===== src/rtl/instruction_fetch_unit_pkg.sv =====
// Shared RV32I definitions for the fetch stage: opcodes, NOP encoding, fetch FSM states.
package instruction_fetch_unit_pkg;
   localparam logic [31:0] RESET_PC_DEF = 32'h0040_0000;
   localparam logic [31:0] NOP          = 32'h0000_0013;

   localparam logic [6:0] OPC_OP     = 7'h33;
   localparam logic [6:0] OPC_OP_IMM = 7'h13;
   localparam logic [6:0] OPC_LOAD   = 7'h03;
   localparam logic [6:0] OPC_STORE  = 7'h23;
   localparam logic [6:0] OPC_BRANCH = 7'h63;
   localparam logic [6:0] OPC_JAL    = 7'h6F;
   localparam logic [6:0] OPC_JALR   = 7'h67;
   localparam logic [6:0] OPC_LUI    = 7'h37;
   localparam logic [6:0] OPC_AUIPC  = 7'h17;

   typedef enum logic [1:0] {
      FETCH_REQ   = 2'd0,
      FETCH_WAIT  = 2'd1,
      FETCH_READY = 2'd2
   } fetch_state_e;
endpackage


===== src/rtl/instruction_fetch_unit_if.sv =====
// Instruction-memory read port: request/grant plus a separate read-data valid.
interface instruction_fetch_unit_if #(parameter int XLEN = 32);
   logic            req;
   logic [XLEN-1:0] addr;
   logic            gnt;
   logic            rvalid;
   logic [31:0]     rdata;

   modport master (output req, output addr, input gnt, input rvalid, input rdata);
   modport slave  (input req, input addr, output gnt, output rvalid, output rdata);
endinterface


===== src/rtl/instruction_fetch_unit_pc_next.sv =====
// Next-PC selection: sequential PC+4 or word-aligned branch target, with misalignment flag.
module pc_next_logic #(
   parameter int XLEN = 32
) (
   input  logic [XLEN-1:0] i_pc,
   input  logic            i_pc_src,
   input  logic [XLEN-1:0] i_branch_target,
   output logic [XLEN-1:0] o_next_pc,
   output logic [XLEN-1:0] o_pc_plus4,
   output logic            o_misalign
);
   assign o_pc_plus4 = i_pc + XLEN'(4);
   // Low target bits are dropped rather than trapped; the sticky flag records it.
   assign o_next_pc  = i_pc_src ? {i_branch_target[XLEN-1:2], 2'b00} : o_pc_plus4;
   assign o_misalign = i_pc_src & (|i_branch_target[1:0]);
endmodule


===== src/rtl/instruction_fetch_unit.sv =====
// Fetch stage: PC register, wait-state tolerant imem fetch FSM, IR and RV32I field slicing.
module instruction_fetch_unit
   import instruction_fetch_unit_pkg::*;
#(
   parameter int              XLEN     = 32,
   parameter logic [XLEN-1:0] RESET_PC = XLEN'(32'h0040_0000)
) (
   input  logic                      i_clk,
   input  logic                      i_rst,
   input  logic                      i_pc_write,
   input  logic                      i_pc_src,
   input  logic [XLEN-1:0]           i_branch_target,
   instruction_fetch_unit_if.master  imem,
   output logic [31:0]               o_instr,
   output logic [6:0]                o_opcode,
   output logic [2:0]                o_funct3,
   output logic [6:0]                o_funct7,
   output logic [4:0]                o_rs1,
   output logic [4:0]                o_rs2,
   output logic [4:0]                o_rd,
   output logic [XLEN-1:0]           o_pc,
   output logic [XLEN-1:0]           o_pc_plus4,
   output logic                      o_instr_valid,
   output logic                      o_misaligned
);
   fetch_state_e    r_state, w_state_nxt;
   logic [XLEN-1:0] r_pc, w_next_pc, w_pc_plus4;
   logic [31:0]     r_ir;
   logic            r_misaligned, w_misalign;
   logic            w_req, w_ir_load, w_pc_load, w_valid;

   always_ff @(posedge i_clk or negedge i_rst) begin
      if (!i_rst) r_state <= FETCH_REQ;
      else        r_state <= w_state_nxt;
   end

   always_comb begin
      w_state_nxt = r_state;
      case (r_state)
         FETCH_REQ:   if (imem.gnt) w_state_nxt = imem.rvalid ? FETCH_READY : FETCH_WAIT;
         FETCH_WAIT:  if (imem.rvalid) w_state_nxt = FETCH_READY;
         FETCH_READY: if (i_pc_write) w_state_nxt = FETCH_REQ;
         default:     w_state_nxt = FETCH_REQ;
      endcase
   end

   always_comb begin
      w_req     = 1'b0;
      w_ir_load = 1'b0;
      w_pc_load = 1'b0;
      w_valid   = 1'b0;
      case (r_state)
         FETCH_REQ: begin
            w_req     = 1'b1;
            w_ir_load = imem.gnt & imem.rvalid;
         end
         FETCH_WAIT:  w_ir_load = imem.rvalid;
         FETCH_READY: begin
            w_valid   = 1'b1;
            w_pc_load = i_pc_write;
         end
         default: ;
      endcase
   end

   pc_next_logic #(.XLEN(XLEN)) u_pc_next (
      .i_pc            (r_pc),
      .i_pc_src        (i_pc_src),
      .i_branch_target (i_branch_target),
      .o_next_pc       (w_next_pc),
      .o_pc_plus4      (w_pc_plus4),
      .o_misalign      (w_misalign)
   );

   always_ff @(posedge i_clk or negedge i_rst) begin
      if (!i_rst) begin
         r_pc         <= RESET_PC;
         r_ir         <= NOP;
         r_misaligned <= 1'b0;
      end else begin
         if (w_ir_load) r_ir <= imem.rdata;
         if (w_pc_load) begin
            r_pc <= w_next_pc;
            if (w_misalign) r_misaligned <= 1'b1;
         end
      end
   end

   // The state register resets to REQ, so gate the request while reset is held.
   assign imem.req      = w_req & i_rst;
   assign imem.addr     = r_pc;
   assign o_instr       = r_ir;
   assign o_opcode      = r_ir[6:0];
   assign o_rd          = r_ir[11:7];
   assign o_funct3      = r_ir[14:12];
   assign o_rs1         = r_ir[19:15];
   assign o_rs2         = r_ir[24:20];
   assign o_funct7      = r_ir[31:25];
   assign o_pc          = r_pc;
   assign o_pc_plus4    = w_pc_plus4;
   assign o_instr_valid = w_valid;
   assign o_misaligned  = r_misaligned;
endmodule


===== src/flat_wrapper.sv =====
// flat-port wrapper written by rule: the top's interface ports become plain ports
module instruction_fetch_unit_flat import instruction_fetch_unit_pkg::*;
#(
   parameter int              XLEN     = 32,
   parameter logic [XLEN-1:0] RESET_PC = XLEN'(32'h0040_0000)
)
  (i_clk, i_rst, i_pc_write, i_pc_src, i_branch_target, o_instr, o_opcode, o_funct3, o_funct7, o_rs1, o_rs2, o_rd, o_pc, o_pc_plus4, o_instr_valid, o_misaligned, imem_req, imem_addr, imem_gnt, imem_rvalid, imem_rdata);
  instruction_fetch_unit_if #(.XLEN(XLEN)) imem_i ();
  input  logic i_clk;
  input  logic i_rst;
  input  logic i_pc_write;
  input  logic i_pc_src;
  input  logic [XLEN-1:0] i_branch_target;
  output logic [31:0] o_instr;
  output logic [6:0] o_opcode;
  output logic [2:0] o_funct3;
  output logic [6:0] o_funct7;
  output logic [4:0] o_rs1;
  output logic [4:0] o_rs2;
  output logic [4:0] o_rd;
  output logic [XLEN-1:0] o_pc;
  output logic [XLEN-1:0] o_pc_plus4;
  output logic o_instr_valid;
  output logic o_misaligned;
  output wire logic [$bits(imem_i.req)-1:0] imem_req;
  output wire logic [$bits(imem_i.addr)-1:0] imem_addr;
  input wire logic [$bits(imem_i.gnt)-1:0] imem_gnt;
  input wire logic [$bits(imem_i.rvalid)-1:0] imem_rvalid;
  input wire logic [$bits(imem_i.rdata)-1:0] imem_rdata;
  assign imem_req = imem_i.req;
  assign imem_addr = imem_i.addr;
  assign imem_i.gnt = imem_gnt;
  assign imem_i.rvalid = imem_rvalid;
  assign imem_i.rdata = imem_rdata;
  instruction_fetch_unit #(.XLEN(XLEN), .RESET_PC(RESET_PC)) u_core (.i_clk(i_clk), .i_rst(i_rst), .i_pc_write(i_pc_write), .i_pc_src(i_pc_src), .i_branch_target(i_branch_target), .imem(imem_i), .o_instr(o_instr), .o_opcode(o_opcode), .o_funct3(o_funct3), .o_funct7(o_funct7), .o_rs1(o_rs1), .o_rs2(o_rs2), .o_rd(o_rd), .o_pc(o_pc), .o_pc_plus4(o_pc_plus4), .o_instr_valid(o_instr_valid), .o_misaligned(o_misaligned));
endmodule

===== config.mk =====
export PLATFORM = sky130hd
export DESIGN_NAME = instruction_fetch_unit_flat
export DESIGN_NICKNAME = d
export VERILOG_FILES = /design/src/rtl/instruction_fetch_unit_pkg.sv /design/src/rtl/instruction_fetch_unit_if.sv /design/src/rtl/instruction_fetch_unit_pc_next.sv /design/src/rtl/instruction_fetch_unit.sv /design/src/flat_wrapper.sv
export SDC_FILE = /design/constraint.sdc
export NUM_CORES = 1
export LEC_CHECK = 0
export ABC_AREA = 1
export CAP_MARGIN = 20
export CORE_MARGIN = 5
export CORE_UTILIZATION = 38
export CTS_BUF_LIST = sky130_fd_sc_hd__clkbuf_8
export CTS_CLUSTER_SIZE = 10
export DETAILED_ROUTE_END_ITERATION = 10
export PLACE_DENSITY = 0.82
export SLEW_MARGIN = 25
export SYNTH_ARGS = -nofsm -noshare
export SYNTH_HDL_FRONTEND = slang
export SYNTH_HIERARCHICAL = 1
export SYNTH_SLANG_ARGS = --single-unit

===== constraint.sdc =====
create_clock -name i_clk -period 2 [get_ports i_clk]
set_clock_uncertainty 0.1 [all_clocks]
set_input_delay 0.6 -clock i_clk [delete_from_list [all_inputs] [get_ports i_clk]]
set_output_delay 0.6 -clock i_clk [all_outputs]
set_load 0.02 [all_outputs]

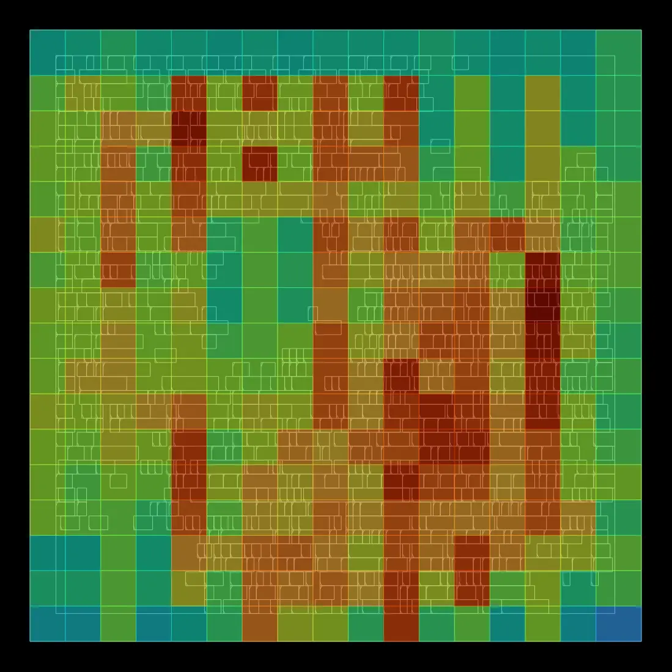
*Routing congestion, run 1*
GR met1 Demand/Resource: 25.0%
met2 Resource Use GR: 39.7%
met3 usage in global routing: 6.41%
average detailed-routed wire length per instance: 16.2 um
final design utilization: 65.2%

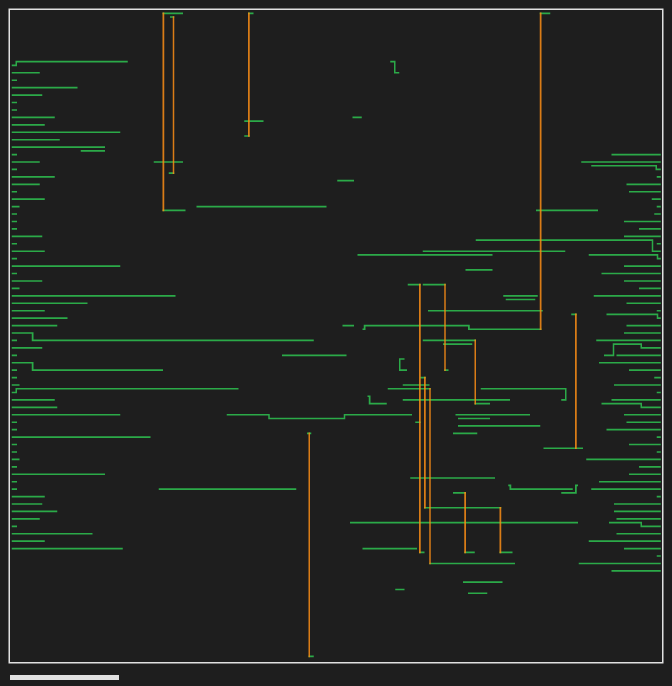
*Metal layers overlaid, run 1*
Bar = 20 um. Only two layers are drawn.
layer	color	wire length
M4	orange	361 um
M3	green	1460 um

==> results.yml, run 1 <==
# flow metrics
worst_setup_path:
  worst-endpoint-required_ns: 1.30
  crit_path_end: "o_pc_plus4[14]"
  worstSetupStartpoint: "u_core/imem.addr[2]"
  cp.arrival_ns: 1.82
  setup.worst_path.end_class: "output pin"
  crit_path_cell_trace: "ha_4, nand2_4, nor2_4, nand2_4, nor2_4, buf_6, xor2_4, buf_6"
  r2r-start: "u_core/imem.addr[22]"
  timing.setup.critical_path_class: "reg2out"
  rr_endpoint: "u_core/imem.addr[30]"
clock_tree:
  post-cts-setup-buffer-count: 24
  numClockSinks: 67
  cts_hold_buf: 0
  clockBufferDepth: 2
synth:
  top_cell: "sky130_fd_sc_hd__nand2_1"
  synthesis.area_um2: 4540
  postSynthCellCount: 636
  synth_sequential_area_ratio_pct: 37.1
  synth-edff-count: 0
  syn-num-nets: 707
  dominantRegCellSynth: "sky130_fd_sc_hd__dfrtp_1"
  synthDominantAreaCellType: "sky130_fd_sc_hd__dfrtp_1"
outcome:
  violations: "setup timing"
  status: "finished, violations left"
pwr:
  pwr.group.sequential_mw: 2.39
  p_clk_mw: 1.19
  p_comb_mw: 6.92
  combPwrFrac_pct: 65.9
  ir_worst_vdd_uv: 651
  post-layout-total-power_mw: 10.5
  seq_power_share_pct: 22.8
worst_hold_path:
  hold_path_end: "u_core/o_instr[0]"
  holdPathStages: 2
layout:
  multiInputGateArea_um2: 2530
  register_area_um2: 1700
  nClkBuffers: 9
job:
  maxCapViolations: 0
drt:
  detailroute.via_count: 5005
  drt_first_pass_iters: 4
  post_drt_via_cell_ratio: 4.79
placement:
  place_congestion: 0.897
final_timing:
  finalSetupViolCount: 28
  setup_slack_ns: -0.524
  timing_worst_slew_pin_value_ns: 0.878
floorplanning:
  taps: 147
  core_area_um2: 11900
  die.size.y_um: 119
  floorplan.io_pins: 233
global_routing:
  grt_first_pass_wirelength_um: 25400
  first_global_vias: 5077
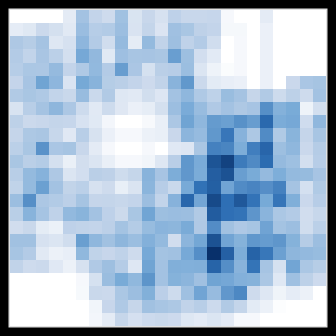
*Signal metal coverage by tile, run 1*
The die is cut into 24 by 24 equal tiles; white is low, dark blue is high, scaled to the fullest tile. Values are wire area over tile area, all layers added.
emptiest ninth of the die	north-east
nearly empty tiles	12%
fullest tile	0.65
mean over tiles	0.20

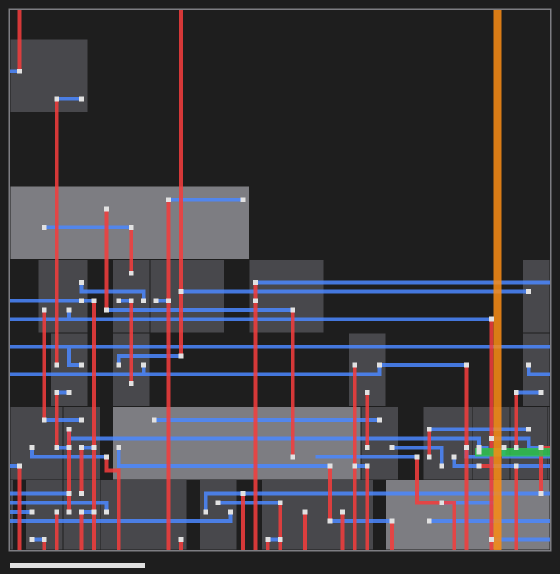
*Zoomed window, run 1*
Bar = 5 um. Region (79, 79) to (99, 99) um. Cells in gray, sequential cells in the stronger gray; small squares are vias.
layer	color
M1	blue
M4	orange
M2	red
M3	green
cells with their middle in the window	22
sequential cells in the window	3
most frequent	nand2_1 (11), dfrtp_1 (3)
netlist names of flops here include	u_core/imem.addr (3)

## run 1: layer usage
metal / vias to the layer above / routed length, um / global-route usage [%]
li1: 2404 / - / -
met5: - / 0 / 0
met3: 27 / 1460 / 6.41
met2: 233 / 8800 / 39.7
met4: 0 / 361 / 6.81
met1: 2341 / 6270 / 25.0
## run 1: sequential cells by signal (all words and copies together), names as in the netlist
signal               flops
u_core/o_misaligned      1
u_core/o_instr          32
u_core/imem.addr        32
u_core/r_state           2
## run 1: cells by family (layout without fill, tap and decap cells)
kind of cell               Yosys count  after routing  synth area share (%)
AOI/OAI and AO/OA                    3              3                 0.386
xor gates and xnor gates            15             15                  4.05
adders and majority gates            1              1                 0.276
buffers and inverters              116            377                  16.2
DFF                                 67             67                  37.1
and+or+nand+nor                    434            434                  42.0
==> run 2, diff against run 1 <==
--- a/config.mk
+++ b/config.mk
@@ -6,6 +6,7 @@
 export NUM_CORES = 1
 export LEC_CHECK = 0
 export ABC_AREA = 1
+export ABC_CLOCK_PERIOD_IN_PS = 2000
 export CAP_MARGIN = 20
 export CORE_MARGIN = 5
 export CORE_UTILIZATION = 38
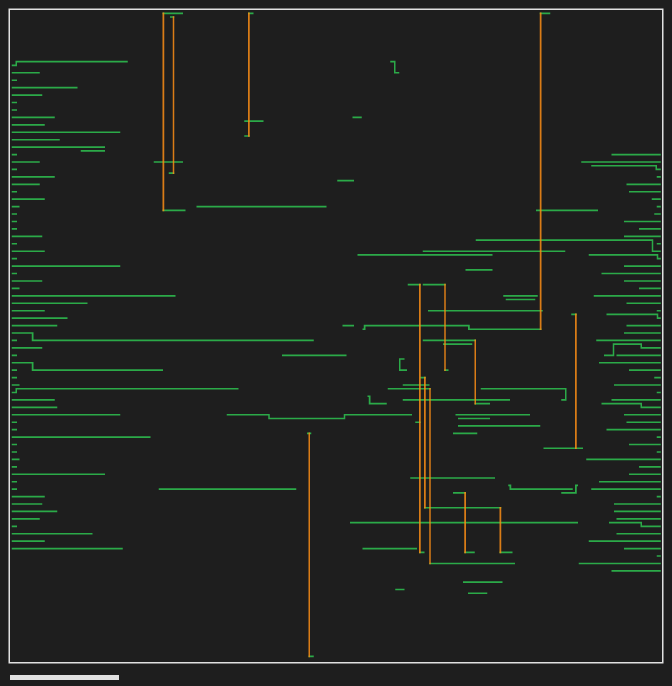
*Metal layers overlaid, run 2*
Bar = 20 um. Only two layers are drawn.
DR vias: 5005
total detailed-routing wirelength: 16900 um
total track usage: 22.0%

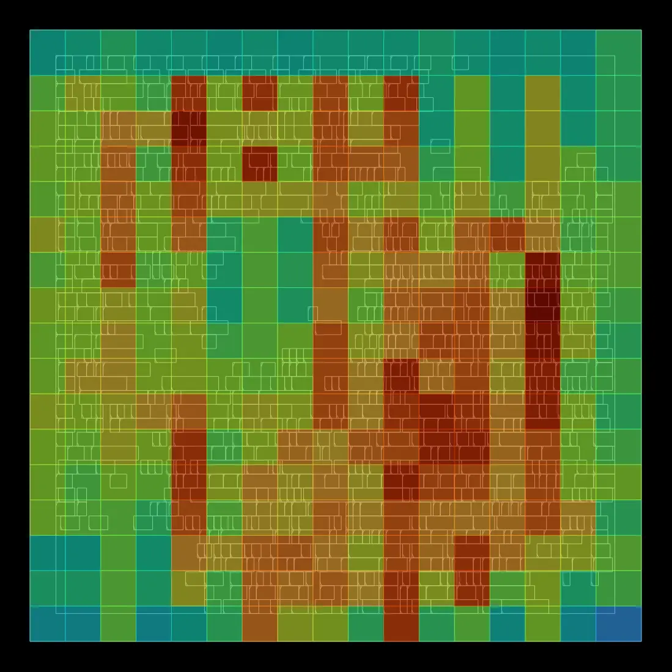
*Routing congestion, run 2*
busiest grt layer: met2

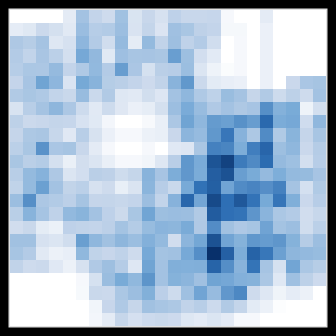
*Signal metal coverage by tile, run 2*
The die is cut into 24 by 24 equal tiles; white is low, dark blue is high, scaled to the fullest tile. Values are wire area over tile area, all layers added.

==> run 2 against run 1 <==
Effect of this change:
- the flow still finishes with violations (setup timing)
- cell count is the same
- synthesized area did not move
- routed wire length stayed put
- global-route usage unchanged
- critical path depth did not move
- die area unchanged
- largest cell class unchanged
- utilization stayed put
- critical endpoint unchanged
- cell area unchanged
==> results.yml, run 2 <==
# flow metrics
outcome:
  status: "finished, violations left"
  violations: "setup timing"
placement:
  place_congestion: 0.897
worst_setup_path:
  rr_endpoint: "u_core/imem.addr[30]"
  crit_path_end: "o_pc_plus4[14]"
  cp.arrival_ns: 1.82
  r2r-start: "u_core/imem.addr[22]"
synth:
  synth-xor-area-share_pct: 4.05
  syn-num-nets: 707
  top_cell: "sky130_fd_sc_hd__nand2_1"
  post_synth_and_or_nand_nor_area_fraction_pct: 42.0
  postSynthCellCount: 636
  mux_area_share_pct: 0
  synth-edff-count: 0
  post_synth_fa_ha_maj_area_fraction_pct: 0.276
  synth.comb.largest_family: "simple AND/OR/NAND/NOR gates"
global_routing:
  groute.layer.met3.usage_pct: 6.41
  first_global_vias: 5077
  grt_util_met2_pct: 39.7
floorplanning:
  floorplan.io_pins: 233
  die.size.y_um: 119
clock_tree:
  numClockSinks: 67
  cts_hold_buf: 0
pwr:
  p_comb_mw: 6.92
  p_clk_mw: 1.19
  pwr.group.sequential_mw: 2.39
final_timing:
  timing_worst_slew_pin_value_ns: 0.878
  finalSetupViolCount: 28
  setup_slack_ns: -0.524
worst_hold_path:
  holdPathStages: 2
  hold_path_end: "u_core/o_instr[0]"
job:
  maxCapViolations: 0
drt:
  wire_per_inst_um: 16.2
==> run 2: cell counts after synthesis <==
No cell type changed its count.
==> run 2: cell type report <==
| type | count | area [um2] |
|---|---|---|
| Clock buffer | 9 | 124 |
| Inverter | 24 | 90.1 |
| Tap cell | 147 | 184 |
| Timing Repair Buffer | 337 | 3030 |
| Sequential cell | 67 | 1700 |
| Clock inverter | 7 | 82.6 |
| Multi-Input combinational cell | 453 | 2530 |
| Fill cell | 998 | 4120 |
==> run 2: logic make-up after synthesis <==
| family | after synthesis |
|---|---|
| AOI/OAI and AO/OA | 3 |
| buffers and inverters | 116 |
| and+or+nand+nor | 434 |
| adders and majority gates | 1 |
| xor gates and xnor gates | 15 |
| DFF | 67 |
No activity file was given, so power comes from the tool's default toggle rates.
